--- src/rtl/vga_plot_pkg.sv ---
// Shared encodings and default dimensions for the VGA plot arbiter and its raster counter.
package vga_plot_pkg;

  typedef enum logic [0:0] {
    S_IDLE = 1'b0,
    S_DRAW = 1'b1
  } state_t;

  localparam int NUM_REQ_DEF  = 4;
  localparam int X_W_DEF      = 8;
  localparam int Y_W_DEF      = 7;
  localparam int DIM_W_DEF    = 8;
  localparam int COL_W_DEF    = 3;
  localparam int SCREEN_W_DEF = 160;
  localparam int SCREEN_H_DEF = 120;

endpackage

--- src/rtl/vga_plot_rect_raster.sv ---
// Column/row counters walking a w x h rectangle one pixel per clock; cx/cy index the pixel on the output.
module rect_raster
  import vga_plot_pkg::*;
#(
  parameter int DIM_W = DIM_W_DEF
) (
  input  logic             clock,
  input  logic             resetn,
  input  logic             i_start,
  input  logic [DIM_W-1:0] i_w,
  input  logic [DIM_W-1:0] i_h,
  output logic [DIM_W-1:0] o_cx,
  output logic [DIM_W-1:0] o_cy,
  output logic             o_active,
  output logic             o_row_end,
  output logic             o_last
);

  logic [DIM_W-1:0] r_cx;
  logic [DIM_W-1:0] r_cy;
  logic [DIM_W-1:0] r_w;
  logic [DIM_W-1:0] r_h;
  logic             r_active;

  assign o_cx      = r_cx;
  assign o_cy      = r_cy;
  assign o_active  = r_active;
  assign o_row_end = r_active && (r_cx == r_w - 1'b1);
  assign o_last    = o_row_end && (r_cy == r_h - 1'b1);

  always_ff @(posedge clock or negedge resetn) begin
    if (!resetn) begin
      r_cx     <= '0;
      r_cy     <= '0;
      r_w      <= '0;
      r_h      <= '0;
      r_active <= 1'b0;
    end else if (i_start) begin
      r_w      <= i_w;
      r_h      <= i_h;
      r_cx     <= '0;
      r_cy     <= '0;
      // An empty rectangle never becomes active, so it produces no pixels.
      r_active <= (i_w != '0) && (i_h != '0);
    end else if (r_active) begin
      if (o_last) begin
        r_active <= 1'b0;
        r_cx     <= '0;
        r_cy     <= '0;
      end else if (o_row_end) begin
        r_cx <= '0;
        r_cy <= r_cy + 1'b1;
      end else begin
        r_cx <= r_cx + 1'b1;
      end
    end
  end

endmodule

--- src/rtl/vga_plot_arbiter.sv ---
// Round-robin arbiter rasterising client fill-rectangle commands onto the vga_adapter plot port.
// Optional VGA_PLOT_CLIP_EN suppresses vga_plot for pixels outside SCREEN_W x SCREEN_H.
module vga_plot_arbiter
  import vga_plot_pkg::*;
#(
  parameter int NUM_REQ  = NUM_REQ_DEF,
  parameter int X_W      = X_W_DEF,
  parameter int Y_W      = Y_W_DEF,
  parameter int DIM_W    = DIM_W_DEF,
  parameter int COL_W    = COL_W_DEF,
  parameter int SCREEN_W = SCREEN_W_DEF,
  parameter int SCREEN_H = SCREEN_H_DEF
) (
  input  logic                     clock,
  input  logic                     resetn,
  input  logic [NUM_REQ-1:0]       req_valid,
  output logic [NUM_REQ-1:0]       req_ready,
  input  logic [NUM_REQ*X_W-1:0]   req_x,
  input  logic [NUM_REQ*Y_W-1:0]   req_y,
  input  logic [NUM_REQ*DIM_W-1:0] req_w,
  input  logic [NUM_REQ*DIM_W-1:0] req_h,
  input  logic [NUM_REQ*COL_W-1:0] req_colour,
  output logic [NUM_REQ-1:0]       done,
  output logic                     busy,
  output logic [X_W-1:0]           vga_x,
  output logic [Y_W-1:0]           vga_y,
  output logic [COL_W-1:0]         vga_colour,
  output logic                     vga_plot
);

  localparam int ID_W = (NUM_REQ > 1) ? $clog2(NUM_REQ) : 1;
`ifdef VGA_PLOT_CLIP_EN
  localparam int EXT = 1;
`else
  localparam int EXT = 0;
`endif
  localparam int XS_W = X_W + EXT;
  localparam int YS_W = Y_W + EXT;

  state_t           r_state;
  state_t           w_state_next;
  logic [ID_W-1:0]  r_ptr;
  logic [ID_W-1:0]  r_id;
  logic [ID_W-1:0]  w_win_id;
  logic             w_win_any;
  logic             w_accept;
  logic             w_finish;

  logic [X_W-1:0]   r_x0;
  logic [Y_W-1:0]   r_y0;
  logic [X_W-1:0]   r_vga_x;
  logic [Y_W-1:0]   r_vga_y;
  logic [COL_W-1:0] r_colour;
  logic             r_plot;

  logic [X_W-1:0]   w_sel_x;
  logic [Y_W-1:0]   w_sel_y;
  logic [DIM_W-1:0] w_sel_w;
  logic [DIM_W-1:0] w_sel_h;
  logic [COL_W-1:0] w_sel_col;
  logic             w_nonempty;

  logic [DIM_W-1:0] w_cx;
  logic [DIM_W-1:0] w_cy;
  logic [DIM_W-1:0] w_cx_nx;
  logic [DIM_W-1:0] w_cy_nx;
  logic             w_active;
  logic             w_row_end;
  logic             w_last;

  logic [XS_W-1:0]  w_xs_acc;
  logic [YS_W-1:0]  w_ys_acc;
  logic [XS_W-1:0]  w_xs_next;
  logic [YS_W-1:0]  w_ys_next;
  logic             w_ok_acc;
  logic             w_ok_next;

  // Scan starting just after the last winner so every client gets a turn.
  always_comb begin
    logic [ID_W-1:0] w_idx;
    w_win_any = 1'b0;
    w_win_id  = '0;
    w_idx     = '0;
    for (int k = 1; k <= NUM_REQ; k++) begin
      w_idx = ID_W'((int'(r_ptr) + k) % NUM_REQ);
      if (!w_win_any && req_valid[w_idx]) begin
        w_win_any = 1'b1;
        w_win_id  = w_idx;
      end
    end
  end

  assign w_accept = (r_state == S_IDLE) && w_win_any;
  assign w_finish = (r_state == S_DRAW) && (w_last || !w_active);

  genvar gi;
  generate
    for (gi = 0; gi < NUM_REQ; gi++) begin : g_client
      assign req_ready[gi] = resetn && w_accept && (w_win_id == ID_W'(gi));
      assign done[gi]      = w_finish && (r_id == ID_W'(gi));
    end
  endgenerate

  assign w_sel_x    = req_x[w_win_id*X_W +: X_W];
  assign w_sel_y    = req_y[w_win_id*Y_W +: Y_W];
  assign w_sel_w    = req_w[w_win_id*DIM_W +: DIM_W];
  assign w_sel_h    = req_h[w_win_id*DIM_W +: DIM_W];
  assign w_sel_col  = req_colour[w_win_id*COL_W +: COL_W];
  assign w_nonempty = (w_sel_w != '0) && (w_sel_h != '0);

  rect_raster #(
    .DIM_W (DIM_W)
  ) u_raster (
    .clock     (clock),
    .resetn    (resetn),
    .i_start   (w_accept),
    .i_w       (w_sel_w),
    .i_h       (w_sel_h),
    .o_cx      (w_cx),
    .o_cy      (w_cy),
    .o_active  (w_active),
    .o_row_end (w_row_end),
    .o_last    (w_last)
  );

  // Output registers are loaded with the pixel the raster will index next cycle.
  assign w_cx_nx   = w_row_end ? '0 : w_cx + 1'b1;
  assign w_cy_nx   = w_row_end ? w_cy + 1'b1 : w_cy;
  assign w_xs_acc  = XS_W'(w_sel_x);
  assign w_ys_acc  = YS_W'(w_sel_y);
  assign w_xs_next = XS_W'(r_x0) + XS_W'(w_cx_nx);
  assign w_ys_next = YS_W'(r_y0) + YS_W'(w_cy_nx);

`ifdef VGA_PLOT_CLIP_EN
  assign w_ok_acc  = (w_xs_acc < XS_W'(SCREEN_W)) && (w_ys_acc < YS_W'(SCREEN_H));
  assign w_ok_next = (w_xs_next < XS_W'(SCREEN_W)) && (w_ys_next < YS_W'(SCREEN_H));
`else
  assign w_ok_acc  = 1'b1;
  assign w_ok_next = 1'b1;
`endif

  always_comb begin
    w_state_next = r_state;
    case (r_state)
      S_IDLE:  if (w_accept) w_state_next = S_DRAW;
      S_DRAW:  if (w_finish) w_state_next = S_IDLE;
      default: w_state_next = S_IDLE;
    endcase
  end

  always_ff @(posedge clock or negedge resetn) begin
    if (!resetn) begin
      r_state <= S_IDLE;
    end else begin
      r_state <= w_state_next;
    end
  end

  always_ff @(posedge clock or negedge resetn) begin
    if (!resetn) begin
      r_ptr    <= ID_W'(NUM_REQ - 1);
      r_id     <= '0;
      r_x0     <= '0;
      r_y0     <= '0;
      r_vga_x  <= '0;
      r_vga_y  <= '0;
      r_colour <= '0;
      r_plot   <= 1'b0;
    end else if (w_accept) begin
      r_ptr    <= w_win_id;
      r_id     <= w_win_id;
      r_x0     <= w_sel_x;
      r_y0     <= w_sel_y;
      r_vga_x  <= w_xs_acc[X_W-1:0];
      r_vga_y  <= w_ys_acc[Y_W-1:0];
      r_colour <= w_sel_col;
      r_plot   <= w_nonempty && w_ok_acc;
    end else if ((r_state == S_DRAW) && w_active && !w_last) begin
      r_vga_x  <= w_xs_next[X_W-1:0];
      r_vga_y  <= w_ys_next[Y_W-1:0];
      r_plot   <= w_ok_next;
    end else begin
      r_plot   <= 1'b0;
    end
  end

  assign busy       = (r_state != S_IDLE);
  assign vga_x      = r_vga_x;
  assign vga_y      = r_vga_y;
  assign vga_colour = r_colour;
  assign vga_plot   = r_plot;

endmodule

--- config.mk ---
export PLATFORM = sky130hd
export DESIGN_NAME = vga_plot_arbiter
export DESIGN_NICKNAME = d
export VERILOG_FILES = /design/src/rtl/vga_plot_pkg.sv /design/src/rtl/vga_plot_rect_raster.sv /design/src/rtl/vga_plot_arbiter.sv
export SDC_FILE = /design/constraint.sdc
export NUM_CORES = 1
export LEC_CHECK = 0
export CAP_MARGIN = 20
export CORE_ASPECT_RATIO = 0.6
export CORE_MARGIN = 3
export CORE_UTILIZATION = 40
export DETAILED_ROUTE_END_ITERATION = 10
export GPL_TIMING_DRIVEN = 0
export HOLD_SLACK_MARGIN = 0.12
export PLACE_DENSITY = 0.71
export SLEW_MARGIN = 20
export SYNTH_ARGS = -nofsm -noshare
export SYNTH_HDL_FRONTEND = slang
export SYNTH_SLANG_ARGS = --single-unit
--- constraint.sdc ---
create_clock -name clock -period 4.74 [get_ports clock]
set_clock_uncertainty 0.2 [all_clocks]
set_input_delay 0.948 -clock clock [delete_from_list [all_inputs] [get_ports clock]]
set_output_delay 0.948 -clock clock [all_outputs]
set_load 0.02 [all_outputs]
Figure 1. Wires at chosen ports, followed through buffers.
The bar under the picture is 50 um long.
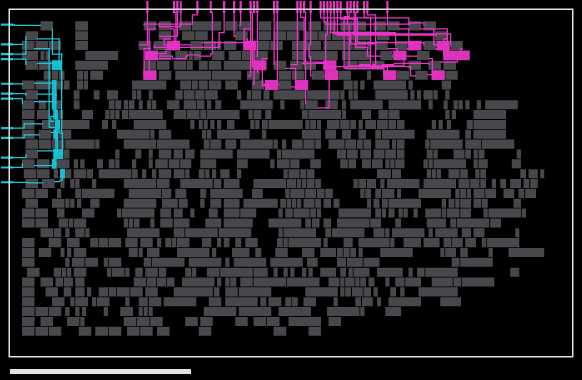
Key: cyan = req_colour [bits 12, direction input, edge left, end cells 12, buffers 12, wire 215 um]; magenta = req_h [bits 32, direction input, edge top, end cells 16, buffers 32, wire 890 um]

==> results.yml <==
# generated from flow reports
run_status:
  status: "completed"
layout:
  inv_count: 19
  regArea_um2: 1805
  layout.nets: 953
  comb_share_pct: 43.56
  comb_area_um2: 3332
  antenna_cells: 0
  syn_to_final_growth_pct: 43.22
  clkbuf_count: 10
  lay_top_cells: "162 x clkdlybuf4s50_1, 124 x nand2_1, 69 x dfrtp_1"
  n_all_buffers: 205
  final_layout_top_logic_cell: "clkdlybuf4s50_1"
  post-route-util_pct: 59.15
  seq_share_pct: 23.60
clocking:
  numCtsBuffers: 9
  root_buffer: "clkbuf_16"
  cts_sinks: 72
  clock_latency_ns: 0.34
  clk_pin_slew_ns: 0.06
  h-tree-depth: 3
  clock_path_buffers: 2
detailed_routing:
  dr.pass1.iters: 7
  drc_errors: 0
  ant_nets: 0
  vias: 5342
place:
  gp_congestion: 0.9300
  dp_worst_setup_slack_ns: -0.6377
  dp_cells: 952
  hpwl_um: 14130
  portBuffers: 169
  placed_area_um2: 7271
setup_path:
  path_buffers: 5
  worstReg2RegStart: "u_raster.r_w[0]"
  max_stage_delay_ns: 0.61
  r2r_cells: 18
  crit_cells: 9
  worstPathCellList: "clkdlybuf4s50_1, nand2b_1, o22a_1, o21ai_1, buf_4, buf_12, buf_2, nor2b_1, clkdlybuf4s50_1"
  crit_path_end_kind: "primary output"
  crit_arrival_ns: 3.48
  start_kind: "input port"
  endpoint: "req_ready[3]"
power_and_ir_drop:
  clk-power_mw: 0.737
  power_leader: "combinational logic"
  comb_power_mw: 2.47
  p_seq_share_pct: 26.0
  switchingPower_mw: 1.904
  swShare_pct: 43.99
  intPower_mw: 2.424
  peakVddDrop_mv: 0.2246
  p_leak_nw: 3.375
sta:
  hold_slack_ns: 0.2811
  timing.fmax_mhz: 215.8
  period_needed_ns: 4.633
  rsz0062_at_grt: "true"
  slew_viol_final: 0
  worst_slew_pin_slew_ns: 0.7415
  finalHoldViolCount: 0
yosys:
  synthTopLogicFamily: "simple AND/OR/NAND/NOR gates"
  async_flop_share_pct: 100.0
  synthAdderAreaFrac_pct: 5.153
  ys_area_um2: 5341
  synth-seq-cells: 72
  mux_share_pct: 12.11
  synth-xor-area-share_pct: 7.145
  synthFlopType: "dfrtp_1"
  ys_seq_share_pct: 33.78
  yosys_cells: 612
  post_synth_most_frequent_cells: "124 x nand2_1, 70 x dfrtp_1, 42 x nor2_1"
  yosysTopAreaCell: "dfrtp_1"
  ys_sh_aoi_pct: 15.02
run:
  tool_warnings: 29
  max_cap_violations: 0
global_route:
  grtUsageMet2_pct: 34.21
  use_met3_pct: 6.667
  grt_pass1_vias: 5296
  grt-ovfl-total: 0
die:
  fp-row-count: 32
  die_w_um: 155.2
  die_h_um: 95.51
  die_area_um2: 14820
hold_path:
  hold_path_class: "in2async"
Figure 2. Routing congestion map.
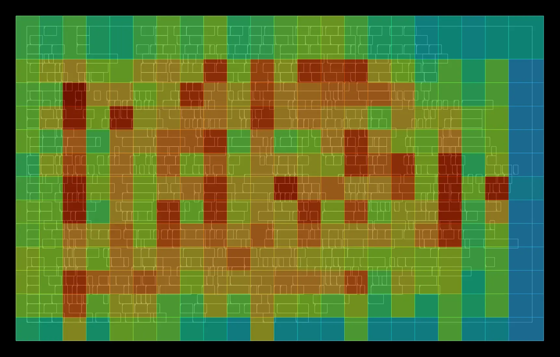
all-layer global routing usage: 23.60%
grt peak-use layer: met1

-- flip-flops by register name, summed over array words and instances, names as in the netlist --
signal             cells
busy                   1
u_raster.o_active      1
vga_x                  8
u_raster.r_w           8
r_ptr                  2
r_id                   2
vga_colour             3
vga_plot               1
u_raster.r_h           8
r_x0                   8
u_raster.o_cx          8
vga_y                  7
u_raster.o_cy          8
r_y0                   7
-- per-layer routing --
| layer | vias up | part of all wire [%] |
|---|---|---|
| met4 | 0 | 1.7 |
| met3 | 28 | 8.8 |
| li1 | 2513 | - |
| met5 | - | 0 |
| met1 | 2560 | 46 |
| met2 | 241 | 43 |
-- repair_timing --
item / CTS / global route
gates resized: 11 / 23
setup buffers: 1 / 0
pin swaps: 2 / 3
gates cloned: 0 / 0
hold buffers: 0 / 0
endpoints found under the setup margin: 9 / 10
